File: config.mk
export PLATFORM = sky130hd
export DESIGN_NAME = phase_frame_spi_tx
export DESIGN_NICKNAME = d
export VERILOG_FILES = /design/src/rtl/phase_frame_spi_tx.sv
export SDC_FILE = /design/constraint.sdc
export NUM_CORES = 1
export LEC_CHECK = 0
export CORE_MARGIN = 2
export CORE_UTILIZATION = 45
export CTS_CLUSTER_SIZE = 40
export DETAILED_ROUTE_END_ITERATION = 7
export PLACE_DENSITY = 0.65
export SYNTH_ARGS = -nofsm -noshare
export SYNTH_HDL_FRONTEND = slang
export SYNTH_SLANG_ARGS = --single-unit
File: constraint.sdc
create_clock -name master_clock -period 4.3 [get_ports master_clock]
set_input_delay 0.86 -clock master_clock [delete_from_list [all_inputs] [get_ports master_clock]]
set_output_delay 0.86 -clock master_clock [all_outputs]
set_load 0.005 [all_outputs]
File: src/rtl/phase_frame_spi_tx.sv
// rtl/phase_frame_spi_tx.sv - SPI mode-0 master streaming one phase frame to the ultrasonic receiver
//
// Purpose: takes NUM_CH bytes from an upstream valid/ready stream and shifts them out MSB first
// with spi_cs held low for the whole frame and a fixed idle gap between bytes. spi_sclk is
// derived from master_clock by dividing down to SCK_HALF cycles per half-period.
// Optional feature macro: FRAME_CHECKSUM_EN appends an XOR checksum of the data bytes as
// one extra byte at the end of the frame.
//
// Ports:
//   master_clock  in   system clock
//   rst           in   synchronous active-low reset
//   start         in   request a frame (acted on only while idle)
//   busy          out  high whenever a frame is in progress
//   s_data        in   upstream byte
//   s_valid       in   upstream byte valid
//   s_ready       out  upstream byte accepted when s_valid && s_ready
//   spi_sclk      out  SPI clock, idles low
//   spi_mosi      out  SPI data, MSB first
//   spi_cs        out  chip select, active low
//   frame_done    out  one-cycle pulse as spi_cs returns high after a complete frame
//   underflow     out  one-cycle pulse when a byte fetch begins with s_valid low
`timescale 1ns/1ps
module phase_frame_spi_tx #(
   parameter int NUM_CH   = 50,
   parameter int SCK_HALF = 25,
   parameter int BYTE_GAP = 100,
   parameter int CS_SETUP = 50,
   parameter int CS_HOLD  = 50
) (
   input  logic       master_clock,
   input  logic       rst,
   input  logic       start,
   output logic       busy,
   input  logic [7:0] s_data,
   input  logic       s_valid,
   output logic       s_ready,
   output logic       spi_sclk,
   output logic       spi_mosi,
   output logic       spi_cs,
   output logic       frame_done,
   output logic       underflow
);

   localparam int BW   = $clog2(NUM_CH + 1);
   localparam int HW   = (SCK_HALF > 1) ? $clog2(SCK_HALF) : 1;
   localparam int TMAX = (BYTE_GAP > CS_SETUP) ? ((BYTE_GAP > CS_HOLD) ? BYTE_GAP : CS_HOLD)
                                               : ((CS_SETUP > CS_HOLD) ? CS_SETUP : CS_HOLD);
   localparam int TW   = $clog2(TMAX + 1);

   localparam logic [2:0] S_IDLE  = 3'd0;
   localparam logic [2:0] S_SETUP = 3'd1;
   localparam logic [2:0] S_FETCH = 3'd2;
   localparam logic [2:0] S_SHIFT = 3'd3;
   localparam logic [2:0] S_GAP   = 3'd4;
   localparam logic [2:0] S_HOLD  = 3'd5;

   logic [2:0]    state_q, state_d;
   logic [TW-1:0] tmr_q, tmr_d;
   logic [HW-1:0] hcnt_q, hcnt_d;
   logic [2:0]    bit_q, bit_d;
   logic [BW-1:0] bcnt_q, bcnt_d;
   logic [7:0]    sh_q, sh_d;
   logic          start_q, start_d;
   logic          first_q, first_d;
   logic          cs_q, cs_d;
   logic          sclk_q, sclk_d;
   logic          mosi_q, mosi_d;
   logic          rdy_q, rdy_d;
   logic          busy_q, busy_d;
   logic          done_q, done_d;
   logic          uf_q, uf_d;
`ifdef FRAME_CHECKSUM_EN
   logic [7:0]    csum_q, csum_d;
`endif

   always_comb begin
      state_d = state_q;
      tmr_d   = tmr_q;
      hcnt_d  = hcnt_q;
      bit_d   = bit_q;
      bcnt_d  = bcnt_q;
      sh_d    = sh_q;
      // start is only registered while idle, so a request made in the frame_done cycle
      // takes effect one cycle later and spi_cs stays high for at least two cycles.
      start_d = start && (state_q == S_IDLE);
      first_d = first_q;
      cs_d    = cs_q;
      sclk_d  = sclk_q;
      mosi_d  = mosi_q;
      rdy_d   = rdy_q;
      busy_d  = busy_q;
      done_d  = 1'b0;
      uf_d    = 1'b0;
`ifdef FRAME_CHECKSUM_EN
      csum_d  = csum_q;
`endif
      case (state_q)
         S_IDLE: begin
            bcnt_d = '0;
`ifdef FRAME_CHECKSUM_EN
            csum_d = '0;
`endif
            if (start_q) begin
               state_d = S_SETUP;
               cs_d    = 1'b0;
               busy_d  = 1'b1;
               tmr_d   = '0;
            end
         end
         S_SETUP: begin
            if (tmr_q == TW'(CS_SETUP - 1)) begin
               state_d = S_FETCH;
               tmr_d   = '0;
               rdy_d   = 1'b1;
               first_d = 1'b1;
            end else begin
               tmr_d = tmr_q + TW'(1);
            end
         end
         S_FETCH: begin
            first_d = 1'b0;
            if (s_valid && rdy_q) begin
               sh_d    = s_data;
               mosi_d  = s_data[7];
               rdy_d   = 1'b0;
               bcnt_d  = bcnt_q + BW'(1);
               hcnt_d  = '0;
               bit_d   = '0;
               state_d = S_SHIFT;
`ifdef FRAME_CHECKSUM_EN
               csum_d  = csum_q ^ s_data;
`endif
            end else if (first_q) begin
               uf_d = 1'b1;
            end
         end
         S_SHIFT: begin
            if (hcnt_q == HW'(SCK_HALF - 1)) begin
               hcnt_d = '0;
               if (!sclk_q) begin
                  sclk_d = 1'b1;
               end else begin
                  // Falling edge: mosi moves to the next bit here so it is stable
                  // for the whole high half that follows.
                  sclk_d = 1'b0;
                  if (bit_q == 3'd7) begin
                     tmr_d = '0;
`ifdef FRAME_CHECKSUM_EN
                     // The checksum byte is the only one sent with bcnt already at
                     // NUM_CH on entry to GAP; after it, go straight to HOLD.
                     state_d = (bcnt_q < BW'(NUM_CH) || state_q == S_SHIFT && !sent_csum()) ?
                               S_GAP : S_HOLD;
`else
                     state_d = (bcnt_q < BW'(NUM_CH)) ? S_GAP : S_HOLD;
`endif
                  end else begin
                     bit_d  = bit_q + 3'd1;
                     sh_d   = {sh_q[6:0], 1'b0};
                     mosi_d = sh_q[6];
                  end
               end
            end else begin
               hcnt_d = hcnt_q + HW'(1);
            end
         end
         S_GAP: begin
            if (tmr_q == TW'(BYTE_GAP - 1)) begin
               tmr_d = '0;
`ifdef FRAME_CHECKSUM_EN
               if (bcnt_q == BW'(NUM_CH)) begin
                  sh_d    = csum_q;
                  mosi_d  = csum_q[7];
                  hcnt_d  = '0;
                  bit_d   = '0;
                  state_d = S_SHIFT;
               end else begin
                  state_d = S_FETCH;
                  rdy_d   = 1'b1;
                  first_d = 1'b1;
               end
`else
               state_d = S_FETCH;
               rdy_d   = 1'b1;
               first_d = 1'b1;
`endif
            end else begin
               tmr_d = tmr_q + TW'(1);
            end
         end
         S_HOLD: begin
            if (tmr_q == TW'(CS_HOLD - 1)) begin
               state_d = S_IDLE;
               tmr_d   = '0;
               cs_d    = 1'b1;
               busy_d  = 1'b0;
               done_d  = 1'b1;
               mosi_d  = 1'b0;
            end else begin
               tmr_d = tmr_q + TW'(1);
            end
         end
         default: state_d = S_IDLE;
      endcase
   end

`ifdef FRAME_CHECKSUM_EN
   // The checksum byte is the one shifted after all NUM_CH data bytes were accepted; it is
   // recognised by the checksum-sent flag set when GAP loads it.
   logic sent_q, sent_d;

   function automatic logic sent_csum();
      return sent_q;
   endfunction

   always_comb begin
      sent_d = sent_q;
      if (state_q == S_IDLE) begin
         sent_d = 1'b0;
      end else if (state_q == S_GAP && tmr_q == TW'(BYTE_GAP - 1) && bcnt_q == BW'(NUM_CH)) begin
         sent_d = 1'b1;
      end
   end
`endif

   always_ff @(posedge master_clock) begin
      if (!rst) begin
         state_q <= S_IDLE;
         tmr_q   <= '0;
         hcnt_q  <= '0;
         bit_q   <= '0;
         bcnt_q  <= '0;
         sh_q    <= '0;
         start_q <= 1'b0;
         first_q <= 1'b0;
         cs_q    <= 1'b1;
         sclk_q  <= 1'b0;
         mosi_q  <= 1'b0;
         rdy_q   <= 1'b0;
         busy_q  <= 1'b0;
         done_q  <= 1'b0;
         uf_q    <= 1'b0;
`ifdef FRAME_CHECKSUM_EN
         csum_q  <= '0;
         sent_q  <= 1'b0;
`endif
      end else begin
         state_q <= state_d;
         tmr_q   <= tmr_d;
         hcnt_q  <= hcnt_d;
         bit_q   <= bit_d;
         bcnt_q  <= bcnt_d;
         sh_q    <= sh_d;
         start_q <= start_d;
         first_q <= first_d;
         cs_q    <= cs_d;
         sclk_q  <= sclk_d;
         mosi_q  <= mosi_d;
         rdy_q   <= rdy_d;
         busy_q  <= busy_d;
         done_q  <= done_d;
         uf_q    <= uf_d;
`ifdef FRAME_CHECKSUM_EN
         csum_q  <= csum_d;
         sent_q  <= sent_d;
`endif
      end
   end

   assign busy       = busy_q;
   assign s_ready    = rdy_q;
   assign spi_sclk   = sclk_q;
   assign spi_mosi   = mosi_q;
   assign spi_cs     = cs_q;
   assign frame_done = done_q;
   assign underflow  = uf_q;

endmodule

Figure 1. The clock network (run 1).
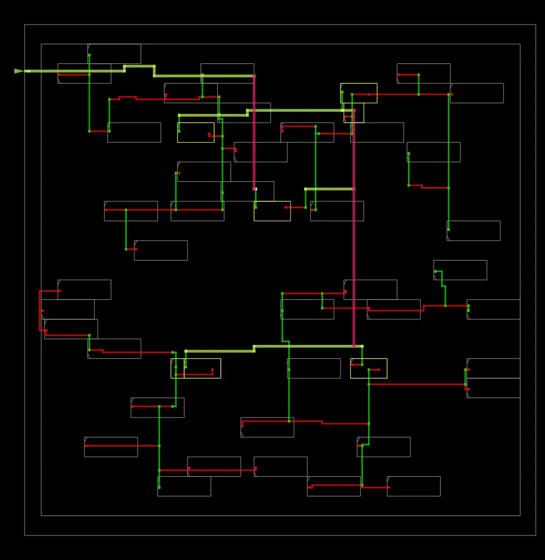
clock buffers: 5
Sinks on Clock Net: 40
number of CTS-inserted buffers: 5
clock group total power: 0.243 mW
seq_cells: 40

Figure 2. Wiring heat map (run 1).
The bar under the picture is 20 µm long. The die is cut into 14 by 14 equal tiles; dark purple is low, yellow is high, scaled to the fullest tile. Values are wire area over tile area, all layers added.
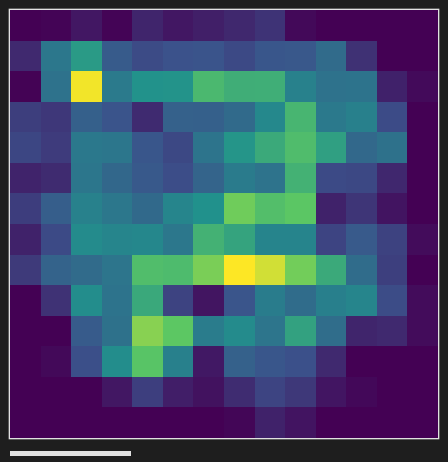
emptiest ninth of the die: bottom right
nearly empty tiles: 20%
densest ninth of the die: middle

Figure 3. Met3 routing (run 1).
The bar under the picture is 20 µm long.
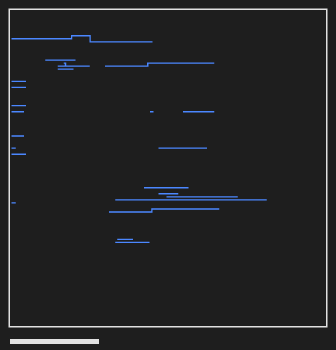
main direction: horizontal
longest straight run: 33.6 µm

==> results.toml, run 1 <==
# flow metrics
[routing]
vias = 1706
drtPass1Iterations = 4
viasPerCell = 5.56
wl_um = 3930
wire_per_inst_um = 12.8

[sta]
tns_ns = 0
period_needed_ns = 2.56
setup_slack_ns = 1.74
worst_slew_pin_slew_ns = 0.714
rsz0062_at_grt = "false"
max_freq_ghz = 0.390
period_used_pct = 59.6
hold_viol_final = 0

[die]
floorplan.core_util_pct = 46.3
fp.dieH_um = 70.7
dieArea_mm2 = 0.00500
core-area_mm2 = 0.00432

[layout]
fin_util_pct = 52.5
regArea_um2 = 801
fill_cells = 443
area_delta_synth_final_pct = 13.4

[clock_network]
post_cts_buffers = 0
path_clk_slew_ns = 0.08
max-clock-path-buffers = 2
h-tree-depth = 2
cts_hold_buf = 0
clock_latency_ns = 0.30
cts_root_buf = "clkbuf_8"

[status]
status = "finished, final reports clean"

[synthesis]
yosysWarnings = 0
yosys.area.top_type_share_pct = 40.0
top_area_cell = "dfxtp_1"
syn_inst = 240

[setup_path]
slowest_delay_ns = 0.64
crit_slowest_cell = "inv_1"
crit_arrival_ns = 2.75
worstSetupEndpointType = "flop"

[global_route]
grt_pass1_vias = 1535
grt-ovfl-total = 0
track_usage_pct = 17.2

[placed_design]
pre_cts_ws_ns = 1.39

[power_and_ir_drop]
p_leak_nw = 0.818
ir_drop_mv = 0.135
powerDensity_mw_per_mm2 = 353
run 1: cells in the final DEF (no fill, tap or decap), types with 3 or more instances in the layout:
cell type / synthesis / layout
ha_1: 7 / 7
a311oi_1: 6 / 6
nor3_1: 9 / 9
a21o_1: 4 / 4
a22oi_1: 3 / 3
a31oi_1: 3 / 3
xor2_1: 3 / 3
nand2_1: 33 / 33
nand4b_1: 3 / 3
or3_1: 3 / 3
nor2_1: 29 / 29
clkbuf_8: 0 / 5
a21oi_1: 15 / 15
o21ai_0: 8 / 8
clkdlybuf4s50_1: 0 / 18
nand2b_1: 6 / 6
nand3_1: 12 / 12
dfxtp_1: 40 / 40
inv_1: 7 / 7
run 1: cell families (layout without fill, tap and decap cells):
group,count (synthesis),after routing,synth area share (%)
adder cells (fa/ha/maj),7,7,4.37
multiplexers,2,2,1.00
AND-OR/OR-AND,57,57,20.9
buffers and inverters,17,32,4.25
AND/OR/NAND/NOR,112,112,27.3
XOR/XNOR,5,5,2.19
flip-flops,40,40,40.0
run 1: worst paths after layout:
path | to | cells past startpoint | slack (ns) | start
setup reg to reg | sh_q[3] | 5 | 2.17 | state_q[0]
hold reg to reg | underflow | 2 | 0.45 | first_q
hold / removal | underflow | 2 | 0.45 | first_q
setup / recovery | tmr_q[5] | 5 | 1.74 | rst
run 1: worst reg2reg max path: stages, from the launching register on:
cell and delay, ns:
dfxtp_1 0.78, nand2_1 0.14, o32ai_2 0.24, and2_1 0.52, nor2_1 0.09, a311oi_1 0.26
run 1: metal layers:
| layer | global-route usage (%) | up-vias | part of all wire, % |
|---|---|---|---|
| met5 | 0 | - | 0 |
| met2 | 26.2 | 39 | 44 |
| met3 | 4.70 | 5 | 5.3 |
| li1 | - | 891 | - |
| met4 | 5.03 | 0 | 1.2 |
| met1 | 23.9 | 771 | 50 |
run 1: registers in the layout, indices dropped and copies added (netlist names), 3 cells and up:
signal and cells:
sh_q 7, tmr_q 7, bcnt_q 6, hcnt_q 5, bit_q 3, state_q 3
run 1: metrics by stage:
| step | total power [mW] | hold slack [ns] | std cells | area [µm²] |
|---|---|---|---|---|
| global route | 0.844 | 0.479 | 307 | 2270 |
| global placement | 0.565 | 0.436 | 300 | 2190 |
| CTS | 0.808 | 0.455 | 307 | 2270 |
| finish | 0.802 | 0.448 | 307 | 2270 |
| detailed placement | 0.567 | 0.443 | 300 | 2190 |
| floorplan | 0.523 | 0.415 | 240 | 2000 |
run 1: where the power goes:
part           internal, mW  switching, mW
registers             0.385         0.0330
clock network         0.110          0.134
logic                0.0686         0.0713
total                 0.564          0.238
run 1: area by class of cell:
cell class,count,share of cell area [%]
Clock inverter,2,0.551
Inverter,7,1.16
Sequential cell,40,35.3
Tap cell,52,2.87
Multi-Input combinational cell,183,49.2
Clock buffer,5,3.03
Timing Repair Buffer,18,7.94
==> run 2: changes to the inputs <==
--- a/config.mk
+++ b/config.mk
@@ -9,7 +9,7 @@
 export CORE_UTILIZATION = 45
 export CTS_CLUSTER_SIZE = 40
 export DETAILED_ROUTE_END_ITERATION = 7
-export PLACE_DENSITY = 0.65
+export PLACE_DENSITY = 0.68
 export SYNTH_ARGS = -nofsm -noshare
 export SYNTH_HDL_FRONTEND = slang
 export SYNTH_SLANG_ARGS = --single-unit
==> constraint.sdc (replaced) <==
create_clock -name master_clock -period 2.2 [get_ports master_clock]
set_input_delay 0.44 -clock master_clock [delete_from_list [all_inputs] [get_ports master_clock]]
set_output_delay 0.44 -clock master_clock [all_outputs]
set_load 0.005 [all_outputs]
==> run 2 against run 1 <==
Compared with the run above: register-to-register slack got worse by 1.9 ns; hold slack is essentially flat; combinational power up 110%; critical endpoint unchanged; clock skew barely moved; utilization increased by 2.2 points; sequential share of layout area is 1.4 points lower; global-route usage increased by 0.65 points; critical path depth increased by 2; via count up 3.2%.
==> results.toml, run 2 <==
# flow metrics
[status]
status = "finished, final reports clean"

[setup_path]
worstRegToRegCells = 7
worstSetupEndpointType = "flop"

[synthesis]
ys_sh_xor_pct = 2.19
yosys.area_share.simple_pct = 27.3

[global_route]
grt-ovfl-total = 0
grt_pass1_vias = 1598

[clock_network]
path_clk_slew_ns = 0.07
cts_root_buf = "clkbuf_8"
numCtsBuffers = 5
h-tree-depth = 2

[sta]
worst_slew_pin_slew_ns = 0.555
setup_slack_ns = 0.286

[layout]
area_delta_synth_final_pct = 18.2
final_area_mm2 = 0.00237

[routing]
wire_per_inst_um = 12.9
viasPerCell = 5.54
wl_um = 4100

[power_and_ir_drop]
ir_drop_mv = 0.299

[placed_design]
place_area_mm2 = 0.00228
pre_cts_ws_ns = 0.136

[die]
floorplan.core_util_pct = 46.3
run 2: cell families after synthesis:
logic type	after synthesis
AOI/OAI and AO/OA	57
buffers and inverters	17
muxes	2
and+or+nand+nor	112
DFF	40
xor gates and xnor gates	5
adders and majority gates	7
run 2: worst paths after layout:
check | end | slack (ns) | start
min | underflow | 0.45 | first_q
max reg2reg | tmr_q[5] | 0.29 | hcnt_q[0]
min reg2reg | underflow | 0.45 | first_q
max | tmr_q[5] | 0.29 | hcnt_q[0]
run 2: stage by stage:
step                      instances  power (mW)  util, %  hold WS (ns)
after floorplan                 240        1.02        -         0.415
after global placement          310        1.12     52.6         0.434
after detailed placement        310        1.12     52.6         0.427
after CTS                       318        1.63     54.7         0.445
after global routing            318        1.70     54.7         0.473
final                           318        1.60     54.7         0.447
run 2: per-layer routing:
metal  track usage (%)  routed length [µm]  up-vias
met5                 0                   0        -
met4              5.87                  42        0
met3              5.27                 131        4
met2              28.0                1860       35
met1              23.5                2070      812
li1                  -                   -      910
run 2: layout make-up:
cell class	instances	area, µm²
Tap cell	52	65.1
Timing Repair Buffer	28	268
Sequential cell	40	801
Multi-Input combinational cell	183	1120
Inverter	7	26.3
Fill cell	404	1960
Clock buffer	8	90.1
run 2: power breakdown:
part / switching [mW] / internal [mW] / total, mW
Clock: 0.244 / 0.256 / 0.499
Combinational: 0.152 / 0.146 / 0.298
Sequential: 0.0528 / 0.753 / 0.806
run 2: worst max-delay path, cell delays in order (launching register included):
cell	delay, ns
dfxtp_1	0.35
inv_1	0.07
ha_1	0.16
and4b_2	0.30
nand3_2	0.14
o221a_4	0.33
and2_4	0.17
a211o_1	0.28
Figure 4. The clock network (run 2).
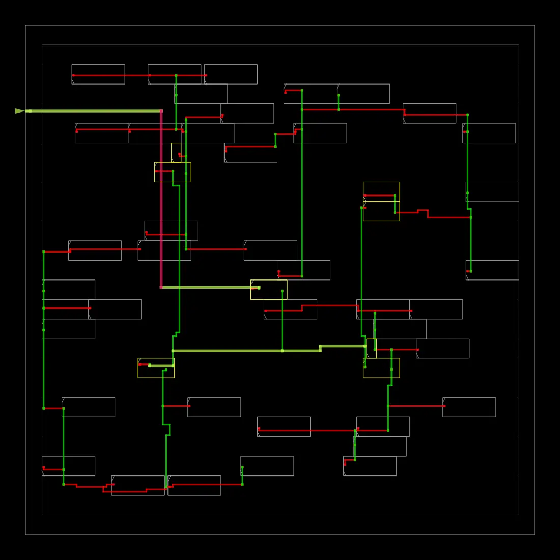
Worst-Skew Late Latency: 0.29 ns
clock group total power: 0.499 mW
Final Skew: 0.00886 ns
clock buffers: 8

Figure 5. The metal 2 layer (run 2).
The bar under the picture is 20 µm long.
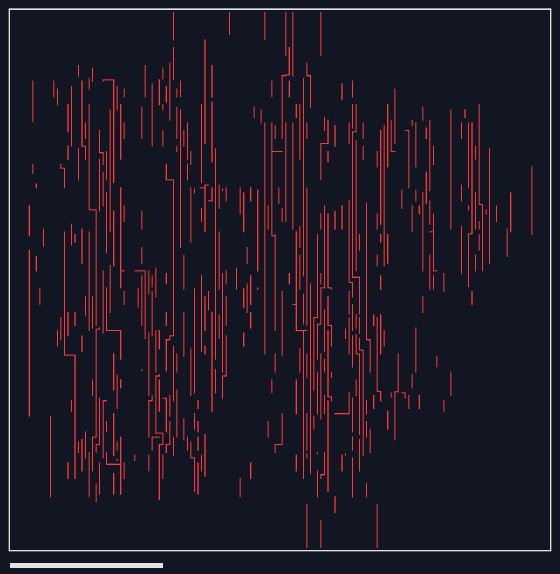
main direction: vertical
share of all routed wire: 45%
wire length on this layer: 1,860 µm
longest straight run: 30.3 µm

Figure 6. Wiring heat map (run 2).
The bar under the picture is 20 µm long. The die is cut into 14 by 14 equal tiles; dark purple is low, yellow is high, scaled to the fullest tile. Values are wire area over tile area, all layers added.
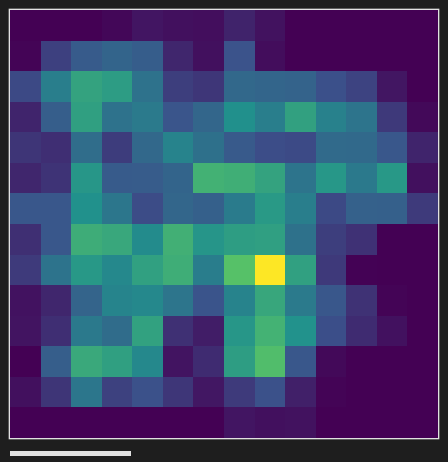
fullest tile: 0.51
mean over tiles: 0.13
tiles over half the peak: 16%
emptiest ninth of the die: bottom right

==> run 3: changes to the inputs <==
--- a/config.mk
+++ b/config.mk
@@ -7,6 +7,7 @@
 export LEC_CHECK = 0
 export CORE_MARGIN = 2
 export CORE_UTILIZATION = 45
+export CTS_BUF_LIST = sky130_fd_sc_hd__clkbuf_4 sky130_fd_sc_hd__clkbuf_8 sky130_fd_sc_hd__clkbuf_16
 export CTS_CLUSTER_SIZE = 40
 export DETAILED_ROUTE_END_ITERATION = 7
 export PLACE_DENSITY = 0.68
==> run 3 against run 2 <==
Compared with the run above: cell area rose by 0.32%; utilization is 0.17 points higher; critical path depth did not move; clock power rose by 6.2%; clock skew hardly changed; area after synthesis did not move; non-clock buffer count stayed put; critical endpoint unchanged; largest power group unchanged.
==> results.toml, run 3 <==
# flow metrics
[status]
status = "finished, final reports clean"

[die]
floorplan.core_util_pct = 46.3

[power_and_ir_drop]
ir_drop_mv = 0.299
p_comb_share_pct = 18.2
p_switching_mw = 0.454
pwr-share-seq_pct = 49.3
clkPwrFrac_pct = 32.4

[global_route]
grt.busiest_layer = "met2"
grtUsageMet1_pct = 23.8
grt_pass1_vias = 1608
met3_usage_pct = 5.27
grt-ovfl-total = 0
grt.met2_usage_pct = 27.7

[clock_network]
path_clk_slew_ns = 0.07
clock_latency_ns = 0.29
numCtsBuffers = 5
h-tree-depth = 2
cts_root_buf = "clkbuf_8"

[setup_path]
cp_cell_sequence = "inv_1 -> ha_1 -> and4b_2 -> nand3_2 -> o221a_4 -> and2_4 -> a211o_1"
slowest_delay_ns = 0.35
path_buffers = 1
crit_slowest_cell = "dfxtp_1"
cp_top_family = "simple AND/OR/NAND/NOR gates"
worstSetupEndpointType = "flop"

[layout]
comb_area_mm2 = 0.00112
regArea_um2 = 801
area_delta_synth_final_pct = 18.6
fill_cells = 404

[sta]
worst_slew_pin_slew_ns = 0.557

[routing]
viasPerCell = 5.58
==> run 3: cell counts after synthesis <==
No cell type changed its count.
==> run 3: layer usage <==
layer | up-vias | share of wire (%)
li1 | 911 | -
met1 | 811 | 50
met2 | 43 | 44
met3 | 8 | 3.7
met4 | 0 | 1.9
met5 | - | 0
==> run 3: power groups by stage <==
| stage | sequential (mW) | clock (mW) | combinational [mW] |
|---|---|---|---|
| 2_1_floorplan | 0.793 | 0 | 0.230 |
| 3_3_place_gp | 0.820 | 0 | 0.298 |
| 3_5_place_dp | 0.822 | 0 | 0.300 |
| 4_1_cts | 0.804 | 0.547 | 0.301 |
| 5_1_grt | 0.812 | 0.576 | 0.340 |
| 6_report | 0.806 | 0.530 | 0.298 |
==> run 3: worst paths after layout <==
path	startpoint	to	slack [ns]	cells after the start
min	first_q	underflow	0.45	2
max reg2reg	hcnt_q[0]	tmr_q[5]	0.29	7
max	hcnt_q[0]	tmr_q[5]	0.29	7
min reg2reg	first_q	underflow	0.45	2
==> run 3: cell type report <==
cell class	instances	area share (%)
multi-input combinational	183	47.0
sequential	40	33.7
tap	52	2.74
timing repair buffer	28	11.3
inverter	7	1.11
clock buffer	8	4.11
==> run 3: through the flow <==
stage          std cells  worst slack, ns  hold slack, ns  instance area (µm²)  utilization (%)
5_1_grt              318            0.189           0.473                 2370             54.9
2_1_floorplan        240            0.451           0.415                 2000                -
3_5_place_dp         310            0.136           0.427                 2280             52.6
6_report             318            0.286           0.448                 2370             54.9
3_3_place_gp         310            0.163           0.434                 2280             52.6
4_1_cts              318            0.272           0.445                 2370             54.9
==> run 3: kinds of logic after synthesis <==
group	Yosys count	synth area share (%)
AOI/OAI and AO/OA	57	20.9
and+or+nand+nor	112	27.3
adders and majority gates	7	4.37
muxes	2	1.00
buffers and inverters	17	4.25
xor gates and xnor gates	5	2.19
DFF	40	40.0
==> run 3: worst register-to-register path, cell delays in order, from the launching register on <==
cell and delay, ns:
dfxtp_1 0.35, inv_1 0.07, ha_1 0.16, and4b_2 0.30, nand3_2 0.15, o221a_4 0.33, and2_4 0.18, a211o_1 0.28
Figure 7. Met3 routing (run 3).
The bar under the picture is 20 µm long.
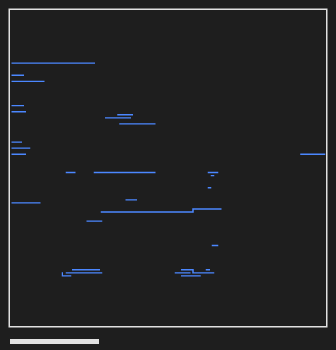
nets with wire on the layer: 23
share of all routed wire: 3.8%
wire length on this layer: 155 µm

Figure 8. The clock network (run 3).
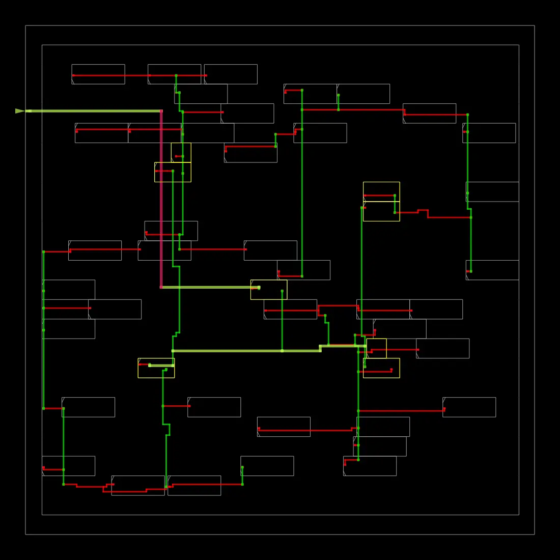
Final Skew: 0.00863 ns
clock group total power: 0.530 mW

Figure 9. Wiring heat map (run 3).
The bar under the picture is 20 µm long. The die is cut into 14 by 14 equal tiles; dark purple is low, yellow is high, scaled to the fullest tile. Values are wire area over tile area, all layers added.
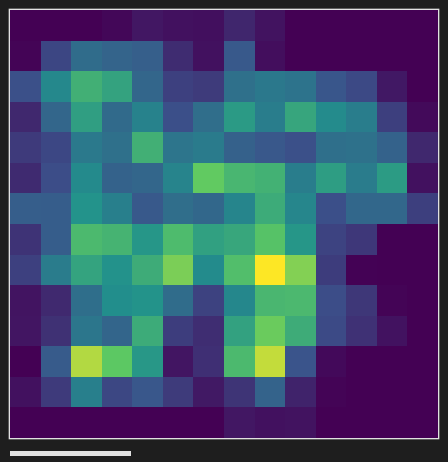
densest ninth of the die: middle
emptiest ninth of the die: bottom right
mean over tiles: 0.13
nearly empty tiles: 22%
tiles over half the peak: 20%
WL per Instance: 13.0 µm
vias: 1,773
total track usage: 17.9%
Post-Route WL: 4130 µm


==> notes/layouts.md <==
Pictures saved along the way, in no particular order.

M1 wires.
picture 1
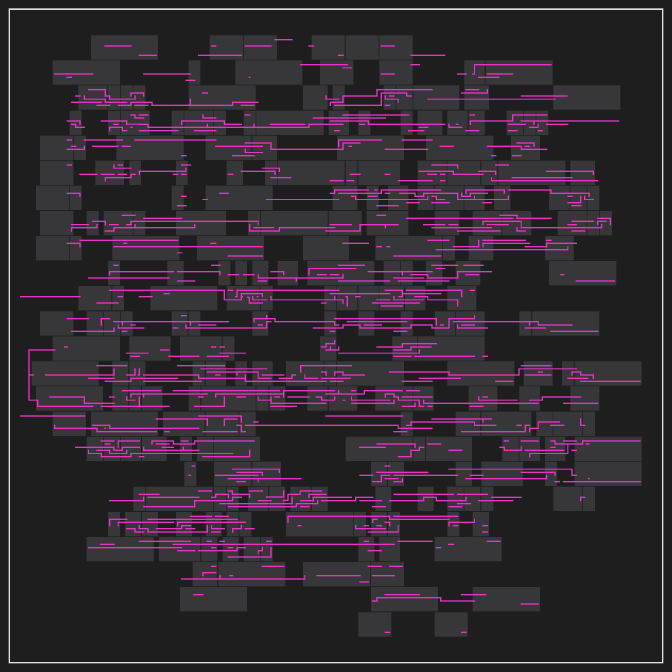
picture 2
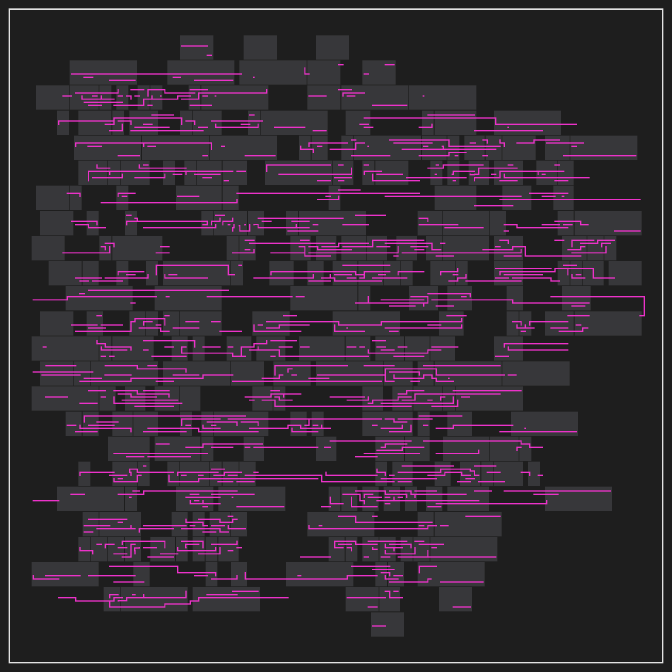
- run 3 = picture 2
- run 1 = picture 1

Key to picture 1:
nets with wire on the layer: 254
wire length on this layer: 1,950 µm
longest straight run: 23.9 µm
main direction: horizontal
share of all routed wire: 50%

Power and IR drop assume default switching activity.
